Run 1, close-up of the layout:
Region (19, 35) to (59, 75) um. Cells in gray, sequential cells in the stronger gray; small squares are vias.
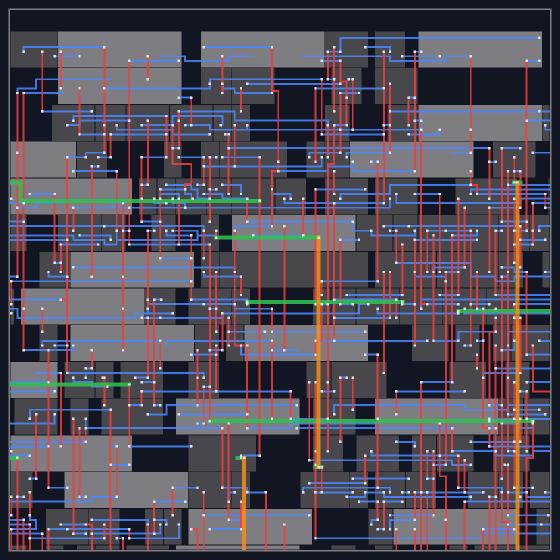
Run 1, register map, names as in the netlist:
Scale: 6 px per um. Other sequential cells in the stronger gray, the rest of the logic in the fainter gray.
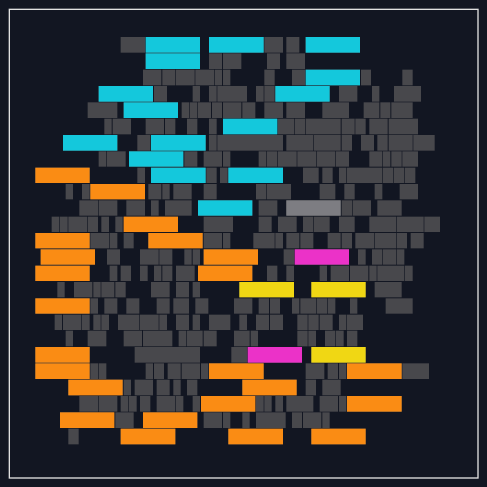
Run 1, gate families picked out:
Scale: 6 px per um.
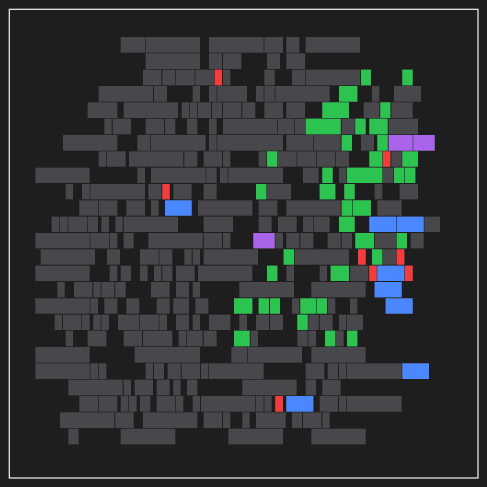
File: config.mk
export PLATFORM = sky130hd
export DESIGN_NAME = buzzer_pwm_ctrl
export DESIGN_NICKNAME = d
export VERILOG_FILES = /design/src/rtl/buzzer_pwm_ctrl.sv
export SDC_FILE = /design/constraint.sdc
export NUM_CORES = 1
export LEC_CHECK = 0
export ABC_AREA = 0
export ABC_CLOCK_PERIOD_IN_PS = 3400
export CORE_MARGIN = 4
export CORE_UTILIZATION = 57
export CTS_CLUSTER_SIZE = 10
export DETAILED_ROUTE_END_ITERATION = 12
export HOLD_SLACK_MARGIN = 0.12
export PLACE_DENSITY = 0.73
export SYNTH_ARGS = -nofsm -noshare
export SYNTH_HDL_FRONTEND = slang
export SYNTH_SLANG_ARGS = --single-unit
export TNS_END_PERCENT = 5
File: constraint.sdc
create_clock -name clk -period 3.4 [get_ports clk]
set_clock_uncertainty 0.1 [all_clocks]
set_input_delay 0.68 -clock clk [delete_from_list [all_inputs] [get_ports clk]]
set_output_delay 0.68 -clock clk [all_outputs]
set_load 0.1 [all_outputs]
File: src/rtl/buzzer_pwm_ctrl.sv
`default_nettype none
// ============================================================================
// Module   : buzzer_pwm_ctrl
// Brief    : Self-running C-major scale player driving a piezo buzzer.
// Revision : 1.0 - initial release
// ============================================================================
module buzzer_pwm_ctrl #(
    parameter int CLK_HZ  = 10_000_000,
    parameter int NOTE_MS = 250,
    parameter int GAP_MS  = 20,
    parameter int REST_MS = 500,
    parameter int SCALE   = 1
) (
    input  logic clk,
    input  logic resetn,
    output logic buzzer
);

    function automatic int clamp1(input int v);
        return (v < 1) ? 1 : v;
    endfunction

    function automatic int hp(input int f);
        return clamp1(CLK_HZ / (2 * f * SCALE));
    endfunction

    function automatic int max3(input int a, input int b, input int c);
        int m;
        m = (a > b) ? a : b;
        return (m > c) ? m : c;
    endfunction

    localparam int c_KHZ      = CLK_HZ / 1000;
    localparam int c_NOTE_CYC = clamp1(c_KHZ * NOTE_MS / SCALE);
    localparam int c_GAP_CYC  = clamp1(c_KHZ * GAP_MS / SCALE);
    localparam int c_REST_CYC = clamp1(c_KHZ * REST_MS / SCALE);
    localparam int c_CYC_MAX  = max3(c_NOTE_CYC, c_GAP_CYC, c_REST_CYC);
    localparam int c_DW       = $clog2(c_CYC_MAX + 1);
    // The lowest note has the longest half period, so it sizes the tone counter.
    localparam int c_HW       = $clog2(hp(262) + 1);

    localparam logic [c_DW-1:0] c_NOTE_LAST = c_DW'(c_NOTE_CYC - 1);
    localparam logic [c_DW-1:0] c_GAP_LAST  = c_DW'(c_GAP_CYC - 1);
    localparam logic [c_DW-1:0] c_REST_LAST = c_DW'(c_REST_CYC - 1);

    typedef enum logic [1:0] {
        S_PLAY = 2'd0,
        S_GAP  = 2'd1,
        S_REST = 2'd2
    } state_t;

    state_t          r_state, w_state_nxt;
    logic [2:0]      r_idx,   w_idx_nxt;
    logic [c_DW-1:0] r_dur,   w_dur_nxt;
    logic [c_HW-1:0] r_hp,    w_hp_nxt;
    logic            r_buzz,  w_buzz_nxt;
    logic [c_HW-1:0] w_hp_last;

    always_comb begin
        case (r_idx)
            3'd0:    w_hp_last = c_HW'(hp(262) - 1);
            3'd1:    w_hp_last = c_HW'(hp(294) - 1);
            3'd2:    w_hp_last = c_HW'(hp(330) - 1);
            3'd3:    w_hp_last = c_HW'(hp(349) - 1);
            3'd4:    w_hp_last = c_HW'(hp(392) - 1);
            3'd5:    w_hp_last = c_HW'(hp(440) - 1);
            3'd6:    w_hp_last = c_HW'(hp(494) - 1);
            default: w_hp_last = c_HW'(hp(523) - 1);
        endcase
    end

    always_comb begin
        w_state_nxt = r_state;
        w_idx_nxt   = r_idx;
        w_dur_nxt   = r_dur + 1'b1;
        w_hp_nxt    = '0;
        w_buzz_nxt  = 1'b0;
        case (r_state)
            S_PLAY: begin
                if (r_hp == w_hp_last) begin
                    w_buzz_nxt = ~r_buzz;
                end else begin
                    w_hp_nxt   = r_hp + 1'b1;
                    w_buzz_nxt = r_buzz;
                end
                // Note end overrides a coincident toggle: the gap starts silent.
                if (r_dur == c_NOTE_LAST) begin
                    w_state_nxt = S_GAP;
                    w_dur_nxt   = '0;
                    w_hp_nxt    = '0;
                    w_buzz_nxt  = 1'b0;
                end
            end
            S_GAP: begin
                if (r_dur == c_GAP_LAST) begin
                    w_dur_nxt = '0;
                    if (r_idx == 3'd7) begin
                        w_state_nxt = S_REST;
                    end else begin
                        w_state_nxt = S_PLAY;
                        w_idx_nxt   = r_idx + 1'b1;
                    end
                end
            end
            S_REST: begin
                if (r_dur == c_REST_LAST) begin
                    w_dur_nxt   = '0;
                    w_state_nxt = S_PLAY;
                    w_idx_nxt   = 3'd0;
                end
            end
            default: begin
                w_state_nxt = S_PLAY;
                w_idx_nxt   = 3'd0;
                w_dur_nxt   = '0;
            end
        endcase
    end

    always_ff @(posedge clk or negedge resetn) begin
        if (!resetn) begin
            r_state <= S_PLAY;
            r_idx   <= 3'd0;
            r_dur   <= '0;
            r_hp    <= '0;
            r_buzz  <= 1'b0;
        end else begin
            r_state <= w_state_nxt;
            r_idx   <= w_idx_nxt;
            r_dur   <= w_dur_nxt;
            r_hp    <= w_hp_nxt;
            r_buzz  <= w_buzz_nxt;
        end
    end

    assign buzzer = r_buzz;

endmodule
`default_nettype wire

==> job_summary.md, run 1 <==
## Implementation flow summary

| Metric | Value |
|---|---|
| Registers, synthesis | `44` |
| 1st-iter DRT viols | `120` |
| Status | `completed` |
| CP max stage delay | `0.58 ns` |
| Worst endpoint required time | `approximately 3.5 ns` |
| Gr usage total | `19.05%` |
| Late-Pin Clk Latency | `0.30 ns` |
| Clk root buf | `clkbuf_8` |
| Routed WL per cell | `13.99 um` |
| Maximum clock path buffer count | `2` |
| Clock Sinks | `44` |
| Syn nets | `315` |
| PD cells | `between 300 and 400 mW/mm2` |
| Crit-path max FO | `15` |
| Antenna fix cells | `0` |
| Crit-path slowest cell | `dfrtp_1` |
| # setup viols final | `0` |
| Crit-path cells | `inv_1 > ha_1 > or4_4 > a32oi_2 > xor2_1 > nor4_2 > nand4_2 > o21ai_4 > buf_4 > nor2_1` |
| Mapped cell area | `around 0.0028 mm2` |
| Worst setup SP type | `register` |
| Final hold vios | `0` |
| Unique cell types | `about 63` |
| Via Count | `about 2,100` |
| Design Area, Final | `0.002944 mm2` |
| Most frequent logic cell in the layout | `nor2_1` |
| Cell count listed in synth_stat.txt | `~310` |
| Routed WL | `5219 um` |
| Final nets | `316` |
| Core box area | `0.004723 mm2` |
| Final Critical Period | `3.036 ns` |
| CTS tree | `yes` |
| Worst Setup End Kind | `register` |
| Die Wd | `77.89 um` |
| Cts bufs inserted | `5` |
| Relative slew slack | `a little over a third` |
| Initial antenna violation count | `0` |
| Avg Inst Size Synth | `9.128 um2` |
| Worst slew pin tran | `0.9564 ns` |
| Core Density at Floorplan | `58.94%` |
| I/O Pins | `3` |
| H-tree depth | `2` |
| Post-cts gate resize count | `0` |
| Worst Hold Class | `reg2reg` |
| CTS clk-pin slew, worst paths | `0.08 ns` |
| Seq share, synth | `between 30% and 40%` |
| Warnings from Yosys | `0` |
| Port Buf Inserts | `2` |
| Mapped Cells | `305` |
| Post-Place Cell Area | `roughly 0.0028 mm2` |
| First-pass GRT wire length | `9232 um` |
| DRC | `0` |
| Rows | `25` |
| Slew Limit Fails | `0` |
| Final HPWL DP | `between 3000 and 4000 um` |
| Final setup TNS | `0 ns` |
| Gpl congestion | `0.8332` |
| Cycle use final | `89.31%` |
| Asr flop ratio synth | `100.0%` |
| Gr ovfl total | `0` |
| Arr. time, crit path | `around 3.1 ns` |
Notes on 'close-up of the layout' above:
| color | layer |
|---|---|
| orange | met4 |
| red | met2 |
| green | met3 |
| blue | met1 |
netlist names of flops here include: r_hp (14), r_dur (3)
most frequent: dfrtp_1 (19), nor2_1 (12), xor2_1 (12)
cells with their middle in the window: 115
sequential cells in the window: 19

Notes on 'register map, names as in the netlist' above:
| color | name in the netlist | flops |
|---|---|---|
| yellow | r_idx | 3 |
| cyan | r_hp | 15 |
| magenta | r_state | 2 |
| orange | r_dur | 23 |
not colored: 1
flop share of the area: 37.40%
seq pwr: 0.523 mW
final core utilization: 62.33%

Notes on 'gate families picked out' above:
| color | family | cells |
|---|---|---|
| purple | multiplexers | 3 |
| blue | adder and majority cells | 8 |
| green | inverting AOI/OAI gates | 38 |
| red | inverters | 8 |

-- run 1: synth_stat cells (all sizes together), types with 3 or more instances --
cell | n | area [um2]
nor2 | 58 | 247.7
dfrtp | 44 | 1101
xor2 | 25 | 219.0
nand2 | 23 | 86.33
nand3 | 19 | 95.09
o21ai | 15 | 86.33
xnor2 | 15 | 131.4
a21oi | 11 | 62.56
buf | 8 | 72.55
ha | 8 | 100.1
inv | 8 | 30.03
nor3 | 7 | 45.04
and3 | 6 | 42.54
nand4 | 6 | 43.79
nor4 | 5 | 37.53
or3 | 5 | 31.28
nor2b | 3 | 26.27
-- run 1: metrics by stage --
stage / std cells / setup WS, ns
after floorplan: 305 / 0.6896
after global placement: 366 / 0.5015
after detailed placement: 366 / 0.3968
after CTS: 373 / 0.3464
after global routing: 373 / 0.1628
final: 373 / 0.3635
-- run 1: critical path, delay by kind of cell (launching register included) --
kind                       cells  cell delay (ns)
xor gates and xnor gates       1             0.10
AOI/OAI and AO/OA              2             0.33
and+or+nand+nor                4             1.04
buffers and inverters          2             0.44
adders and majority gates      1             0.31
DFF                            1             0.58
-- run 1: metal layers --
| layer | wire [um] | GRT usage (%) | part of all wire, % | vias to the layer above |
|---|---|---|---|---|
| li1 | - | - | - | 1055 |
| met1 | 2657 | 26.10 | 51 | 989 |
| met2 | 2315 | 28.94 | 44 | 27 |
| met3 | 158 | 3.944 | 3.0 | 8 |
| met4 | 87 | 8.541 | 1.7 | 0 |
| met5 | 0 | 0 | 0 | - |
-- run 1: layout make-up --
| type | instances | area, um2 |
|---|---|---|
| fill | 384 | 1779 |
| multi-input combinational | 243 | 1573 |
| sequential | 44 | 1101 |
| tap | 67 | 83.83 |
| clock buffer | 5 | 68.82 |
| clock inverter | 2 | 60.06 |
| inverter | 8 | 30.03 |
| timing repair buffer | 4 | 27.53 |
-- run 1: flip-flops by register name (all words and copies together), names as in the netlist --
name and flops:
buzzer 1, r_dur 23, r_hp 15, r_idx 3
r_state 2
-- run 1: report_power, final --
part           internal (mW)  switching [mW]
registers              0.523               0
clock network          0.289           0.172
logic               0.000417         0.00959
-- run 1: final timing paths --
check	cells after the start	to	slack, ns	from
hold / removal	1	r_dur[0]$_DFF_PN0_	0.40	r_dur[0]$_DFF_PN0_
min in group asynchronous	1	r_dur[8]$_DFF_PN0_	0.43	resetn
hold reg to reg	1	r_dur[0]$_DFF_PN0_	0.40	r_dur[0]$_DFF_PN0_
setup reg to reg	10	r_hp[14]$_DFF_PN0_	0.36	r_idx[1]$_DFFE_PN0P_
max in group asynchronous	1	r_hp[14]$_DFF_PN0_	2.17	resetn
setup / recovery	10	r_hp[14]$_DFF_PN0_	0.36	r_idx[1]$_DFFE_PN0P_
-- run 1: kinds of logic (layout without fill, tap and decap cells) --
group | Yosys count | after routing | synth area share [%]
AOI/OAI and AO/OA | 43 | 43 | 10.74
xor gates and xnor gates | 40 | 40 | 12.58
adders and majority gates | 8 | 8 | 3.596
buffers and inverters | 18 | 19 | 3.954
DFF | 44 | 44 | 39.55
muxes | 3 | 3 | 1.124
and+or+nand+nor | 149 | 149 | 28.45
## Run 2: what changed since run 1
- MAX_ROUTING_LAYER: unset -> met4
Run 2, gate families picked out:
Scale: 6 px per um.
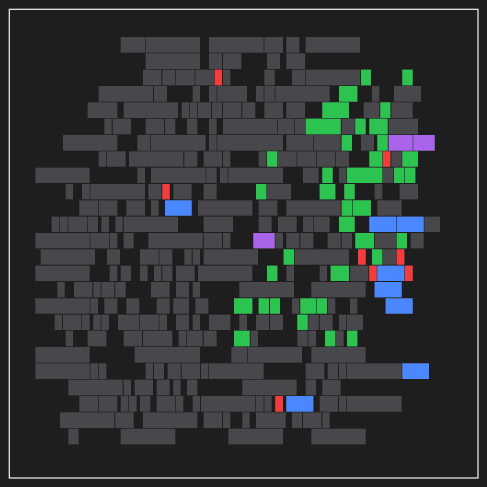
| color | family | cells |
|---|---|---|
| green | inverting AOI/OAI gates | 38 |
| red | inverters | 8 |
| purple | multiplexers | 3 |
| blue | adder and majority cells | 8 |
most frequent logic cell in the layout: nor2_1
combinational share of cell area: 53.42%
final std cells w/o fill: 373

==> run 2 against run 1 <==
Against the previous run:
- flip-flop count stayed put
- via count is 0.48% lower
- critical endpoint unchanged
- utilization stayed put
- largest cell class unchanged
- global-route usage is 0.56 points higher
==> job_summary.md, run 2 <==
## Implementation flow summary

| Metric | Value |
|---|---|
| Final core utilization | `62.33%` |
| Warnings from Yosys | `0` |
| Syn nets | `315` |
| CTS tree | `yes` |
| Antenna fix cells | `0` |
| Final HPWL DP | `roughly 3800 um` |
| Routed WL per cell | `13.91 um` |
| Core box area | `about 0.0047 mm2` |
| First-pass GRT wire length | `9225 um` |
| Synth top area cells | `dfrtp_1, xor2_1, nor2_1` |
| Worst setup SP type | `register` |
| Number of global-route vias before repair | `around 2,000` |
| Reg2reg setup slack | `about 0.36 ns` |
| RSZ-0062 raised after global routing | `no` |
| Cell taking the most area after synthesis | `dfrtp_1` |
| Final hold vios | `0` |
| Pre-CTS WS | `around 0.40 ns` |
| Worst Setup End Kind | `register` |
| Gr usage total | `19.60%` |
| WHS Endpoint | `r_dur[0]$_DFF_PN0_` |
| Mapped Cells | `305` |
| Largest net degree at the start of global routing | `roughly 45` |
| Maximum clock path buffer count | `2` |
| Fill count | `384` |
| H-tree depth | `2` |
| Worst slew pin tran | `around 0.95 ns` |
| Relative slew slack | `36.86%` |
| DRC | `0` |
| Crit-path max FO | `15` |
| Gpl congestion | `0.8461` |
| Final setup TNS | `0 ns` |
| Unique cell types | `roughly 63` |
| CTS clk-pin slew, worst paths | `0.09 ns` |
| Via Count | `~2,100` |
| Die Wd | `77.89 um` |
| Hold Path Depth | `1` |
| Late-Pin Clk Latency | `approximately 0.30 ns` |
| Mapped cell area | `0.002784 mm2` |
| Top cells excl fill/tap | `nor2_1, dfrtp_1, xor2_1` |
| Top-area cell share | `about two fifths` |
| 1st-iter DRT viols | `118` |
| I/O Pins | `3` |
| PD cells | `roughly 340 mW/mm2` |
| Status | `completed` |
| Cell count listed in synth_stat.txt | `305` |
| Dpl cells | `366` |
| # setup viols final | `0` |
| Final nets | `316` |
| Worst endpoint required time | `3.48 ns` |
| Initial antenna violation count | `0` |
| Post-cts gate resize count | `0` |
| Yosys top cell by instances | `nor2_1` |
| # Max-Cap Violations | `0` |
| Final setup margin | `0.3645 ns` |
| Seq share, synth | `39.55%` |
| Gr ovfl total | `0` |
| Worst Hold Class | `reg2reg` |
| Reg2reg path depth | `10` |
| Cycle use final | `between 80% and 90%` |
| Top cells by count | `nor2_1, dfrtp_1, xor2_1, nand2_1, nand3_1` |
| Hold path startpoint | `r_dur[0]$_DFF_PN0_` |
| Clock Sinks | `44` |
| Clk root buf | `clkbuf_8` |
| R2R Path End | `r_hp[14]$_DFF_PN0_` |
| Most flops, register | `r_dur` |
| Rows | `25` |
-- run 2: cell counts in the layout (fill, tap and decap cells not counted) --
No cell type changed its count.
-- run 2: worst max-delay path, cell delays in order, from the launching register on --
cell	delay, ns
dfrtp_1	0.59
inv_1	0.18
ha_1	0.31
or4_4	0.53
a32oi_2	0.18
xor2_1	0.10
nor4_2	0.24
nand4_2	0.18
o21ai_4	0.15
buf_4	0.26
nor2_1	0.09
-- run 2: worst max-delay path by stage --
stage                               endpoint  slack [ns]                  from  depth (start not counted)
after floorplan            r_hp[8]$_DFF_PN0_        0.69  r_idx[0]$_DFFE_PN0P_                         10
after global placement     r_hp[4]$_DFF_PN0_        0.50  r_idx[1]$_DFFE_PN0P_                         10
after detailed placement  r_hp[14]$_DFF_PN0_        0.40  r_idx[1]$_DFFE_PN0P_                         10
after CTS                 r_hp[14]$_DFF_PN0_        0.35  r_idx[1]$_DFFE_PN0P_                         10
after global routing      r_hp[14]$_DFF_PN0_        0.16  r_idx[1]$_DFFE_PN0P_                         10
final                     r_hp[14]$_DFF_PN0_        0.36  r_idx[1]$_DFFE_PN0P_                         10
-- run 2: metrics by stage --
stage	hold WS, ns	area, um2
CTS	0.3948	2944
floorplan	0.2844	2784
global placement	0.3752	2815
global route	0.4302	2944
detailed placement	0.3829	2815
finish	0.3911	2944
-- run 2: kinds of logic after synthesis --
| family | synth area share (%) |
|---|---|
| compound gates | 10.74 |
| xor+xnor | 12.58 |
| fa+ha+maj | 3.596 |
| buf+inv | 3.954 |
| flops | 39.55 |
| mux | 1.124 |
| simple gates | 28.45 |
-- run 2: power breakdown --
group	internal (mW)	leakage [nW]	switching (mW)
Clock	0.289	0.0642	0.174
Sequential	0.523	0.586	0
Combinational	0.000417	0.584	0.00950
Total	0.812	1.23	0.183
-- run 2: cell type report --
type                            instances  area, um2  area share (%)
Multi-Input combinational cell        243       1573           53.42
Sequential cell                        44       1101           37.40
Clock inverter                          2      60.06           2.040
Inverter                                8      30.03           1.020
Clock buffer                            5      68.82           2.337
Tap cell                               67      83.83           2.847
Timing Repair Buffer                    4      27.53          0.9350
-- run 2: routing by layer --
metal | wire length [um] | track usage [%] | vias up | part of all wire [%]
met5 | 0 | - | - | 0
met4 | 70 | 8.541 | 0 | 1.3
met3 | 135 | 3.944 | 6 | 2.6
met2 | 2318 | 28.94 | 25 | 45
met1 | 2663 | 26.17 | 987 | 51
li1 | - | - | 1051 | -
## Run 3: what changed since run 2
--- a/config.mk
+++ b/config.mk
@@ -8,3 +8,3 @@
 export ABC_AREA = 0
-export ABC_CLOCK_PERIOD_IN_PS = 3400
+export ABC_CLOCK_PERIOD_IN_PS = 3600
 export CORE_MARGIN = 4
==> constraint.sdc (replaced) <==
create_clock -name clk -period 3.6 [get_ports clk]
set_clock_uncertainty 0.1 [all_clocks]
set_input_delay 0.36 -clock clk [delete_from_list [all_inputs] [get_ports clk]]
set_output_delay 0.36 -clock clk [all_outputs]
set_load 0.1 [all_outputs]
Run 3, close-up of the layout:
Region (19, 35) to (59, 75) um. Cells in gray, sequential cells in the stronger gray; small squares are vias.
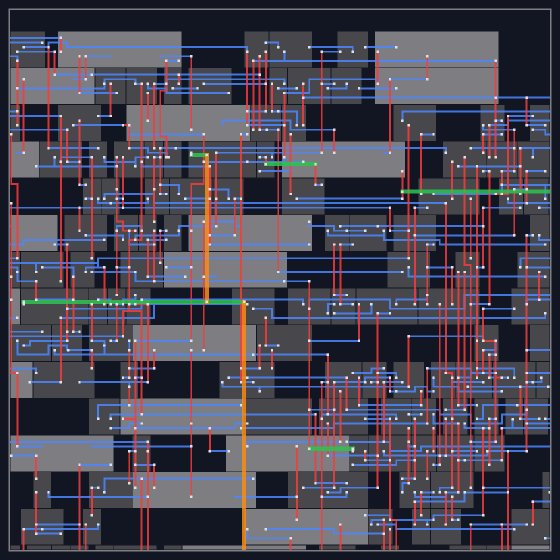
| color | layer |
|---|---|
| green | met3 |
| blue | met1 |
| orange | met4 |
| red | met2 |
sequential cells in the window: 14
netlist names of flops here include: r_hp (10), r_dur (2)
cells with their middle in the window: 117
most frequent: dfrtp_1 (14), nor2_1 (13), xor2_1 (11)

==> run 3 against run 2 <==
Against the previous run:
- first-iteration DRC count unchanged
- utilization down 0.93 points
- sequential share of layout area up 0.56 points
- total power down 18%
- critical endpoint is now r_hp[4]$_DFF_PN0_
- largest cell class unchanged
- largest power group unchanged
==> job_summary.md, run 3 <==
## Implementation flow summary

| Metric | Value |
|---|---|
| Metal1 wirelength | `2690 um` |
| Warnings from Yosys | `0` |
| Via Count | `2,010` |
| Top cells by count | `nor2_1, dfrtp_1, xor2_1, nand2_1, nand3_1` |
| Reg2Reg Launch Point | `r_idx[1]$_DFFE_PN0P_` |
| H-tree depth | `2` |
| Cell taking the most area after synthesis | `dfrtp_1` |
| R2R Path End | `r_hp[4]$_DFF_PN0_` |
| Synth top area cells | `dfrtp_1, xor2_1, nor2_1` |
| CTS clk-pin slew, worst paths | `0.08 ns` |
| Met2 Wirelength | `2108 um` |
| Antenna fix cells | `0` |
| Hold Slack | `0.09751 ns` |
| Internal | `0.6507 mW` |
| Status | `completed` |
| Crit path from | `r_idx[1]$_DFFE_PN0P_` |
| Port Buf Inserts | `2` |
| Rows | `25` |
| Relative slew slack | `35.47%` |
| Largest net degree at the start of global routing | `45` |
| Most flops, register | `r_dur` |
| Initial antenna violation count | `0` |
| Sw frac | `around a fifth` |
| PD cells | `281.4 mW/mm2` |
| Asr flop ratio synth | `100.0%` |
| Cell count listed in synth_stat.txt | `305` |
| Routed WL | `about 5000 um` |
| Avg Inst Size Synth | `9.128 um2` |
| Top cells excl fill/tap | `nor2_1, dfrtp_1, xor2_1` |
| Arr. time, crit path | `approximately 3.2 ns` |
| Gpl congestion | `0.8551` |
| Post-cts gate resize count | `0` |
| Pre-CTS WS | `0.4222 ns` |
| Clk root buf | `clkbuf_8` |
| Dpl cells | `365` |
| DRC | `0` |
| # Max-Cap Violations | `0` |
| Most frequent logic cell in the layout | `nor2_1` |
| Worst endpoint required time | `roughly 3.7 ns` |
| Gr usage total | `between 10% and 20%` |
| Yosys top cell by instances | `nor2_1` |
| Worst setup SP type | `register` |
| Top-area cell share | `about two fifths` |
| Late-Pin Clk Latency | `0.30 ns` |
| Final std cells w/o fill | `373` |
| Maximum clock path buffer count | `2` |
| Die Wd | `77.89 um` |
| Final hold vios | `0` |
| Clock Sinks | `44` |
| Top routing layer used | `met4` |
| Core box area | `0.004723 mm2` |
| Final HPWL DP | `3651 um` |
| Worst Setup End Kind | `register` |
| Largest regs | `r_dur x23, r_hp x15, r_idx x3` |
| Clk pwr share | `38.4%` |
[run 3: cell count changes in the layout (fill, tap and decap cells not counted), sizes merged]
cell,change
clkbuf,+3
buf,-2
bufinv,-2
clkdlybuf4s50,+1
[run 3: power groups by stage]
| stage | logic [mW] | registers (mW) | clock network (mW) |
|---|---|---|---|
| 2_1_floorplan | 0.000000610 | 0.504 | 0 |
| 3_3_place_gp | 0.0100 | 0.504 | 0 |
| 3_5_place_dp | 0.0103 | 0.504 | 0 |
| 4_1_cts | 0.0103 | 0.494 | 0.327 |
| 5_1_grt | 0.0117 | 0.494 | 0.350 |
| 6_report | 0.00924 | 0.494 | 0.313 |
[run 3: cells by family after synthesis]
logic type | count (synthesis) | share of synthesized area [%]
fa+ha+maj | 8 | 3.596
xor+xnor | 40 | 12.58
buf+inv | 18 | 3.954
simple gates | 149 | 28.45
flops | 44 | 39.55
mux | 3 | 1.124
compound gates | 43 | 10.74
[run 3: routing by layer]
| layer | global-route usage (%) | up-vias |
|---|---|---|
| met4 | 7.473 | 0 |
| li1 | - | 1053 |
| met1 | 28.11 | 932 |
| met3 | 3.480 | 8 |
| met2 | 27.65 | 17 |
| met5 | - | - |
[run 3: cell type report]
| type | count | area [um2] | share of cell area, % |
|---|---|---|---|
| Clock buffer | 8 | 90.09 | 3.106 |
| Inverter | 8 | 30.03 | 1.035 |
| Multi-Input combinational cell | 243 | 1573 | 54.23 |
| Sequential cell | 44 | 1101 | 37.96 |
| Tap cell | 67 | 83.83 | 2.890 |
| Timing Repair Buffer | 3 | 22.52 | 0.7765 |
[run 3: critical path, stage by stage, from the launching register on]
cell and delay, ns:
dfrtp_1 0.58, inv_1 0.17, ha_1 0.31, or4_4 0.52, a32oi_2 0.18, xor2_1 0.10, nor4_2 0.24, nand4_2 0.18
o21ai_4 0.51, nor2_1 0.13
[run 3: worst min-delay path by stage]
stage | end | from
6_report | r_dur[10]$_DFF_PN0_ | resetn
5_1_grt | r_dur[7]$_DFF_PN0_ | resetn
4_1_cts | r_dur[10]$_DFF_PN0_ | resetn
3_5_place_dp | r_dur[0]$_DFF_PN0_ | r_dur[0]$_DFF_PN0_
3_3_place_gp | r_dur[0]$_DFF_PN0_ | r_dur[0]$_DFF_PN0_
2_1_floorplan | buzzer$_DFFE_PN0P_ | resetn
[run 3: metrics by stage]
| step | util, % | area, um2 |
|---|---|---|
| floorplan | - | 2784 |
| global placement | 59.50 | 2810 |
| detailed placement | 59.50 | 2810 |
| CTS | 61.40 | 2900 |
| global route | 61.40 | 2900 |
| finish | 61.40 | 2900 |
Power is estimated from default activity; no workload was simulated.
